pdn.png
The bar under the picture is 20 µm long. Pins as bars on the die edge. Tap cells in gray.
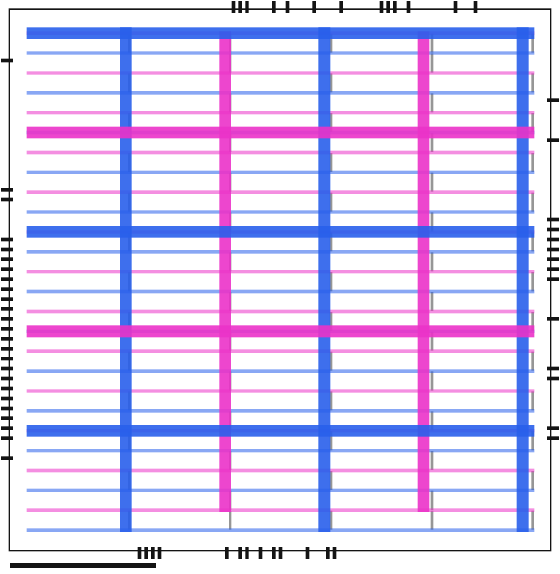
final_placement.png
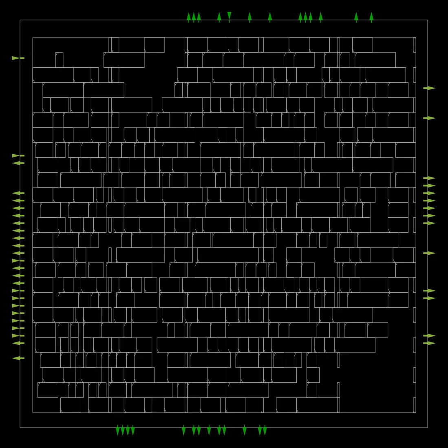
==> config.mk <==
export PLATFORM = sky130hd
export DESIGN_NAME = rv32i_mc_control
export DESIGN_NICKNAME = d
export VERILOG_FILES = /design/src/rtl/rv32i_mc_control.sv
export SDC_FILE = /design/constraint.sdc
export NUM_CORES = 1
export LEC_CHECK = 0
export CAP_MARGIN = 20
export CORE_MARGIN = 2
export CORE_UTILIZATION = 53
export CTS_CLUSTER_DIAMETER = 80
export DETAILED_ROUTE_END_ITERATION = 8
export PLACE_DENSITY = 0.87
export SKIP_LAST_GASP = 1
export SYNTH_ARGS = -nofsm -noshare
export SYNTH_HDL_FRONTEND = slang
export SYNTH_SLANG_ARGS = --single-unit
==> constraint.sdc <==
create_clock -name clk -period 4.79 [get_ports clk]
set_input_delay 0.958 -clock clk [delete_from_list [all_inputs] [get_ports clk]]
set_output_delay 0.958 -clock clk [all_outputs]
set_load 0.01 [all_outputs]
==> ci_impl_report.md <==
## Synthesis and layout report

| Metric | Value |
|---|---|
| TritonCTS Buffers | `5` |
| Max-area cell share | `0.325` |
| Simple-gate portion of the synthesized area | `0.368` |
| Top cells by count | `dfxtp_1, nor2_1, a21oi_1` |
| Status | `complete, no violations` |
| Buffers, non-clock | `68` |
| Final net count | `398` |
| Critical path depth | `6` |
| Delay-heaviest family, CP | `buffers and inverters` |
| Top cell excl fill/tap | `clkdlybuf4s50_1` |
| DRC errors left | `0` |
| DP HPWL | `4510 µm` |
| RSZ-0062 raised after global routing | `false` |
| Synth Area per Inst | `7.80 µm²` |
| Buffers on Ports | `64` |
| Most frequent cells in the layout | `clkdlybuf4s50_1, dfxtp_1, nor2_1, a21oi_1, nand2_1` |
| Worst stage delay on the critical path | `640 ps` |
| Mapped Area | `2590 µm²` |
| Non-clk invs | `6` |
| Worst Reg-to-Reg Cells | `6` |
| Post-CTS Hold Buffers | `0` |
Notes on pdn.png above:
Blue shows VSS. Magenta shows VDD.
The core has 25 rows. 67 tap cells. 65 signal pins sit on the boundary. 26 met1 rails follow the rows. 5 straps on met5.
Die H: 73.9 µm
core area: 4720 µm²
VDD IR max: 0.145 mV
die width: 73.9 µm

Notes on final_placement.png above:
# fillers: 386
Flops: 42
fin cells: 453
FP Rows: 25
TAP cells: 67

